**config.mk**
```make
export PLATFORM = sky130hd
export DESIGN_NAME = fetch_stage_flat
export DESIGN_NICKNAME = d
export VERILOG_FILES = /design/src/rtl/fetch_stage_pkg.sv /design/src/rtl/fetch_stage_if.sv /design/src/rtl/fetch_stage.sv /design/src/flat_wrapper.sv
export SDC_FILE = /design/constraint.sdc
export NUM_CORES = 1
export LEC_CHECK = 0
export ABC_AREA = 1
export CAP_MARGIN = 20
export CORE_ASPECT_RATIO = 1.25
export CORE_MARGIN = 8
export CORE_UTILIZATION = 29
export DETAILED_ROUTE_END_ITERATION = 10
export PLACE_DENSITY = 0.46
export SYNTH_ARGS = -nofsm -noshare
export SYNTH_HDL_FRONTEND = slang
export SYNTH_SLANG_ARGS = --single-unit
```
**constraint.sdc**
```tcl
create_clock -name clock -period 4.64 [get_ports clock]
set_input_delay 0.928 -clock clock [delete_from_list [all_inputs] [get_ports clock]]
set_output_delay 0.928 -clock clock [all_outputs]
set_load 0.005 [all_outputs]
```
**src/rtl/fetch_stage_pkg.sv**
```systemverilog
// rtl/fetch_stage_pkg.sv - shared constants, state encoding and helpers for the fetch stage
package fetch_stage_pkg;

    localparam int INSTR_WIDTH = 32;
    localparam logic [INSTR_WIDTH-1:0] NOP_INSTR = 32'h0000_0000;

    typedef enum logic [1:0] {
        S_REQ  = 2'b00,
        S_BUF  = 2'b01,
        S_DROP = 2'b10
    } fetch_state_t;

    // Instruction addresses are word aligned; low bits of a redirect are ignored.
    function automatic logic [31:0] word_align(input logic [31:0] addr);
        return {addr[31:2], 2'b00};
    endfunction

endpackage

```
**src/rtl/fetch_stage_if.sv**
```systemverilog
// rtl/fetch_stage_if.sv - instruction-memory read port between fetch stage and imem
interface fetch_stage_if;
    import fetch_stage_pkg::*;

    logic                   imem_req;
    logic [31:0]            imem_addr;
    logic                   imem_ready;
    logic [INSTR_WIDTH-1:0] imem_rdata;

    // Fetch side issues requests and receives data.
    modport master (
        output imem_req,
        output imem_addr,
        input  imem_ready,
        input  imem_rdata
    );

    // Memory side answers requests.
    modport slave (
        input  imem_req,
        input  imem_addr,
        output imem_ready,
        output imem_rdata
    );

endinterface

```
**src/rtl/fetch_stage.sv**
```systemverilog
// rtl/fetch_stage.sv - MIPS IF stage: PC, imem request FSM, skid buffer and IF/ID register
module fetch_stage
    import fetch_stage_pkg::*;
#(
    parameter logic [31:0] RESET_PC = 32'h0000_0000
) (
    input  logic                   clock,
    input  logic                   reset,
    input  logic                   stall,
    input  logic                   branch_taken,
    input  logic [31:0]            branch_target,
    fetch_stage_if.master          imem,
    output logic [INSTR_WIDTH-1:0] instr_id,
    output logic [31:0]            pc4_id,
    output logic                   valid_id,
    output logic                   fetch_busy
);

    fetch_state_t           state;
    logic [31:0]            pc;
    logic [31:0]            drop_addr;
    logic [INSTR_WIDTH-1:0] buf_instr;
    logic [31:0]            buf_pc4;
    logic [31:0]            pc_plus4;

    // Natural 32-bit wrap gives the modulo-2^32 increment.
    assign pc_plus4 = pc + 32'd4;

    // Request is held off during reset and while the skid buffer is occupied;
    // a drop keeps presenting the abandoned address so it never changes mid-request.
    always_comb begin
        imem.imem_req  = ~reset & (state != S_BUF);
        imem.imem_addr = (state == S_DROP) ? drop_addr : pc;
        fetch_busy     = imem.imem_req & ~imem.imem_ready;
    end

    // Fetch FSM with PC, drop address, skid buffer and IF/ID register.
    always_ff @(posedge clock) begin
        if (reset) begin
            state     <= S_REQ;
            pc        <= RESET_PC;
            drop_addr <= 32'h0;
            buf_instr <= NOP_INSTR;
            buf_pc4   <= 32'h0;
            instr_id  <= NOP_INSTR;
            pc4_id    <= 32'h0;
            valid_id  <= 1'b0;
        end else if (branch_taken) begin
            pc        <= word_align(branch_target);
            instr_id  <= NOP_INSTR;
            valid_id  <= 1'b0;
            buf_instr <= NOP_INSTR;
            buf_pc4   <= 32'h0;
            if (state == S_REQ && !imem.imem_ready) begin
                drop_addr <= pc;
                state     <= S_DROP;
            end else if (state == S_DROP && !imem.imem_ready) begin
                // Already dropping: keep the outstanding address on the bus until it completes.
                state <= S_DROP;
            end else begin
                state <= S_REQ;
            end
        end else begin
            case (state)
                S_REQ: begin
                    if (imem.imem_ready) begin
                        pc <= pc_plus4;
                        if (stall) begin
                            buf_instr <= imem.imem_rdata;
                            buf_pc4   <= pc_plus4;
                            state     <= S_BUF;
                        end else begin
                            instr_id <= imem.imem_rdata;
                            pc4_id   <= pc_plus4;
                            valid_id <= 1'b1;
                        end
                    end else if (!stall) begin
                        instr_id <= NOP_INSTR;
                        valid_id <= 1'b0;
                    end
                end
                S_BUF: begin
                    if (!stall) begin
                        instr_id <= buf_instr;
                        pc4_id   <= buf_pc4;
                        valid_id <= 1'b1;
                        state    <= S_REQ;
                    end
                end
                S_DROP: begin
                    if (imem.imem_ready) begin
                        state <= S_REQ;
                    end
                    if (!stall) begin
                        instr_id <= NOP_INSTR;
                        valid_id <= 1'b0;
                    end
                end
                default: begin
                    state <= S_REQ;
                end
            endcase
        end
    end

endmodule

```
**src/flat_wrapper.sv**
```systemverilog
// flat-port wrapper written by rule: the top's interface ports become plain ports
module fetch_stage_flat import fetch_stage_pkg::*;
#(
    parameter logic [31:0] RESET_PC = 32'h0000_0000
)
  (clock, reset, stall, branch_taken, branch_target, instr_id, pc4_id, valid_id, fetch_busy, imem_imem_req, imem_imem_addr, imem_imem_ready, imem_imem_rdata);
  fetch_stage_if imem_i ();
  input  logic clock;
  input  logic reset;
  input  logic stall;
  input  logic branch_taken;
  input  logic [31:0] branch_target;
  output logic [INSTR_WIDTH-1:0] instr_id;
  output logic [31:0] pc4_id;
  output logic valid_id;
  output logic fetch_busy;
  output wire logic [$bits(imem_i.imem_req)-1:0] imem_imem_req;
  output wire logic [$bits(imem_i.imem_addr)-1:0] imem_imem_addr;
  input wire logic [$bits(imem_i.imem_ready)-1:0] imem_imem_ready;
  input wire logic [$bits(imem_i.imem_rdata)-1:0] imem_imem_rdata;
  assign imem_imem_req = imem_i.imem_req;
  assign imem_imem_addr = imem_i.imem_addr;
  assign imem_i.imem_ready = imem_imem_ready;
  assign imem_i.imem_rdata = imem_imem_rdata;
  fetch_stage #(.RESET_PC(RESET_PC)) u_core (.clock(clock), .reset(reset), .stall(stall), .branch_taken(branch_taken), .branch_target(branch_target), .imem(imem_i), .instr_id(instr_id), .pc4_id(pc4_id), .valid_id(valid_id), .fetch_busy(fetch_busy));
endmodule
```
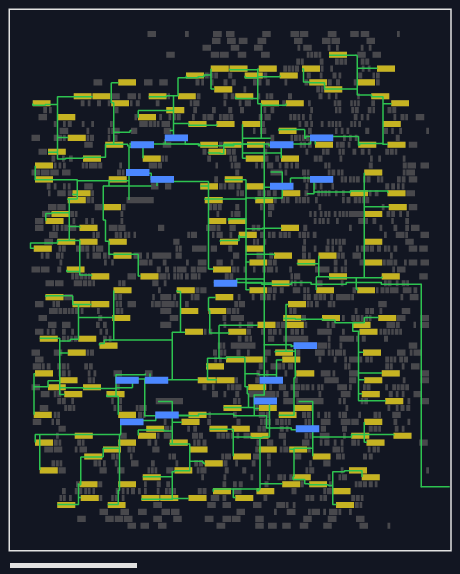
**Above:** routed clock nets over the placement.
Scale bar: 50 um.
[blue] clock drivers | count: 17
[green] clock wires | length: 2,780 um
[yellow] flip-flops | count: 187
routed clock nets: 18

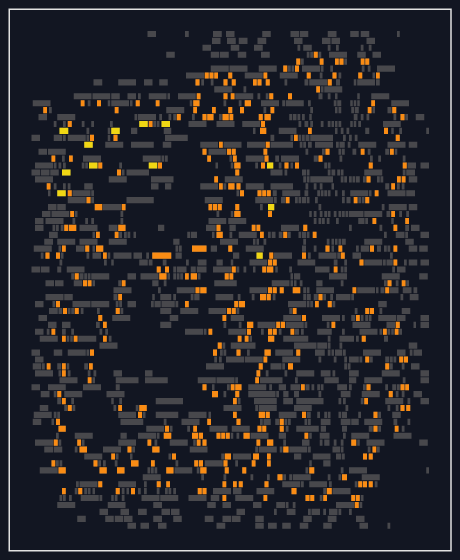
**Above:** selected gate families.
[yellow] non-inverting ao/oa cells | cells: 12 | most used: a32o_1
[orange] aoi and oai cells | cells: 353 | most used: a21oi_1 | where: all over the die

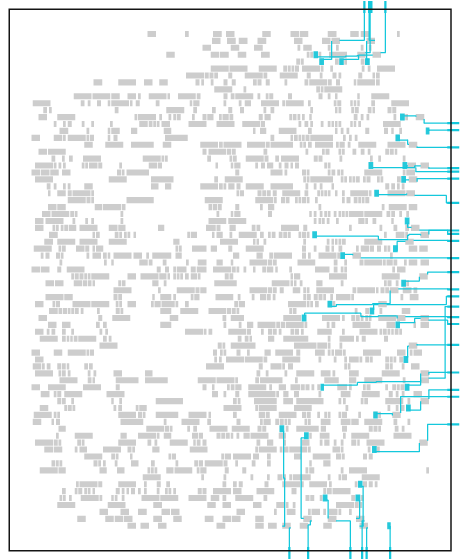
**Above:** nets reached from selected ports.
[cyan] imem_imem_addr | bits: 32 | direction: output | edge: 22 east, 6 south, 4 north | end cells: 32 | buffers: 30 | wire: 931 um

==> summary.txt <==
CP required: 3.71 ns
Flops after synth: 187
reg2reg start: u_core.state[1]$_SDFFE_PP0P_
filler cell count: 3,331
clock-pin slew on the worst setup and hold paths: 0.07 ns
Worst Setup End Kind: output pin
total gr overflow: 0
worst slack, placed: 1.483 ns
total power per unit cell area: 338.3 nW/um^2
DP Wirelength: 20.67 mm
TritonCTS Buffers: 17
XOR Share, Synth: 0.01979
yosys stat chip area: 8916 um^2
end of the worst register-to-register path: u_core.pc4_id[23]$_SDFFE_PP0P_
post-synthesis sequential area ratio: 0.4199
Final Hold Viols: 0
worst path bufs/invs: 3
Total GRT Usage: 0.1666
Post-CTS Setup Repair Bufs: 0
first-pass GRT wire length: 48.70 mm
period utilization: 0.7633
yosys aoi share: 0.2285
main flop type: dfxtp_1
DR vias: 8,500
hold_buf cts: 0
worst hold path type: reg2reg
Comb gate area: 4335 um^2
Leak Pwr: 4.435 nW
Yosys top cell by area: dfxtp_1
Critical-path top delay cell: clkdlybuf4s50_1
DRT iter0 DRCs: 531
P&R area growth vs syn: 28.39%
Slew HR: 0.3141
gp weighted congestion: 0.8276
reg2reg path depth: 6
clk ins delay skew pair: 0.44 ns
CP Cell Sequence: inv_1 -> ha_1 -> buf_4 -> nand2_1 -> o21ai_0 -> clkdlybuf4s50_1
AND/OR/NAND/NOR Cells, Area Fraction: 0.2276
largest net degree at the start of global routing: 67
H-tree levels: 4
largest delay contributor family on the critical path: buffers and inverters
share of layout cells above drive strength 1: 0.06466
Final Util: 0.3737
First-pass DRT Iterations: 5
Diodes inserted: 0
wirelength, routed: 30.49 mm
post-route ant nets: 0
CTS root buf: clkbuf_16
mux frac, synth: 0
Async S/R FF share, synth: 0
number of vias per cell: 4.725
DRC: 0
MaxCap Viol Count: 0
Max Clock Freq: 0.2824 GHz
fa+ha+maj area frac: 0.007017
setup_tns: 0 ns
Post-Syn Instances: 1,267
Clock Sinks: 187
Flop area: 3744 um^2
die area: 36,650 um^2
CTS tree: built
worst clock skew: 0.01360 ns
post-CTS resize count: 0
input/output buffers: 161
Cell Rows: 72
Setup WS post-layout: 1.098 ns
Die Wd: 172.8 um
CP Class: reg2out
Synth Area per Inst: 7.037 um^2
status: finished clean
# IOs: 168
minimum clock period: 3.542 ns
Final Max Tran Viols: 0
count leader, synth: nand2_1
hold path depth: 2
Max-area cell share: 0.4199
Die Ht: 212.0 um
FP Util: 0.2911
Routed WL per cell: 16.95 um
Unique masters post-synth: 40
Worst EP arrival: 2.61 ns
worst slew pin tran: 1.024 ns
initial antenna violation count: 0
synth cell count leaders: 342 x nand2_1, 187 x dfxtp_1, 164 x a21oi_1, 117 x o21ai_0, 114 x inv_1
Cell area leaders: dfxtp_1 42%, nand2_1 14%, a21oi_1 9.2%, o21ai_0 6.6%, inv_1 4.8%
crit-path max FO: 44
Worst Setup Start Kind: register
Yosys Instances: 1,267
dominant kind of combinational cell: AND-OR/OR-AND gates
Setup-failing EPs final: 0
tally of OpenROAD warnings: 31
EDFF count, synth: 0
core area: 30,630 um^2
R2R setup slack: 1.82 ns
Max Buffers Root-to-Sink: 2
final hold slack: 0.4524 ns
Endpoint, Worst Hold: u_core.drop_addr[8]$_SDFFE_PP0P_
Mapped Area: 8916 um^2
Ys Warns: 0
Worst path max stage delay: 0.57 ns
vias in the first global route: 8,482
nets: 1,453
VDD IR-drop max: 238.3 uV
hold_sp: u_core.drop_addr[8]$_SDFFE_PP0P_
RSZ-0062 raised after global routing: no
==> how the worst max path moves through the flow <==
stage | start | end | slack (ns) | cells past startpoint
2_1_floorplan | reset | fetch_busy | 2.19 | 3
3_3_place_gp | stall | u_core.instr_id[8]$_SDFFE_PP0P_ | 1.51 | 9
3_5_place_dp | stall | u_core.instr_id[2]$_SDFFE_PP0P_ | 1.48 | 9
4_1_cts | u_core.state[0]$_SDFFE_PP0P_ | imem_imem_addr[29] | 1.05 | 6
5_1_grt | u_core.state[0]$_SDFFE_PP0P_ | imem_imem_addr[29] | 0.91 | 6
6_report | u_core.state[0]$_SDFFE_PP0P_ | imem_imem_addr[29] | 1.10 | 6
==> metrics by stage <==
stage	area (um^2)	total power [W]	cells
after floorplan	8927	0.002043	1270
after global placement	10750	0.002306	1764
after detailed placement	10750	0.002308	1764
after CTS	11380	0.003929	1796
after global routing	11450	0.004054	1799
final	11450	0.003873	1799
==> sequential cells by signal (all words and copies together) (netlist names), named ones only <==
register          cells
u_core.state          2
u_core.drop_addr     30
u_core.pc4_id        30
u_core.buf_instr     32
u_core.instr_id      32
u_core.pc            30
u_core.buf_pc4       30
==> layer usage <==
layer	wire [um]	track usage	vias to the layer above
li1	-	-	4337
met1	13980	0.2077	3966
met2	14400	0.2792	169
met3	1466	0.04193	28
met4	648	0.05301	0
met5	0	0	-
==> cell type report <==
class | count | area share
inverters | 120 | 0.03935
repair buffers | 179 | 0.1554
multi-input cells | 874 | 0.3787
well taps | 407 | 0.04449
clock inverters | 14 | 0.01661
flip-flops and latches | 187 | 0.3270
clock buffers | 18 | 0.03836
==> where the power goes <==
group | switching [W] | internal [W] | total [W]
clock network | 0.000685 | 0.000921 | 0.00161
logic | 0.000315 | 0.000228 | 0.000543
registers | 0.0000549 | 0.00167 | 0.00172
total | 0.00106 | 0.00282 | 0.00387
==> kinds of logic after synthesis <==
kind of cell	after synthesis
xor+xnor	15
compound gates	365
simple gates	485
other cells	1
buf+inv	209
flops	187
fa+ha+maj	5
==> tightest hold or removal path, stage by stage, from the launching register on <==
cell and delay, ns:
dfxtp_1 0.30, inv_1 0.05, a21oi_1 0.05
==> cells in the final DEF (no fill, tap or decap), types with 4 or more instances in the layout <==
cell	count
clkdlybuf4s50_1	158
a32oi_1	14
conb_1	4
o21bai_1	24
xor2_1	6
a31oi_1	8
o21ai_0	117
clkinv_2	4
nor2_1	61
nand2_1	342
nand3_1	55
bufinv_16	4
buf_4	15
a32o_1	9
nand2_2	6
xor2_2	6
inv_1	113
nor2_4	13
dfxtp_1	187
clkbuf_16	17
ha_1	4
o21ai_1	19
a21oi_1	164
inv_2	4
Power is estimated from default activity; no workload was simulated.
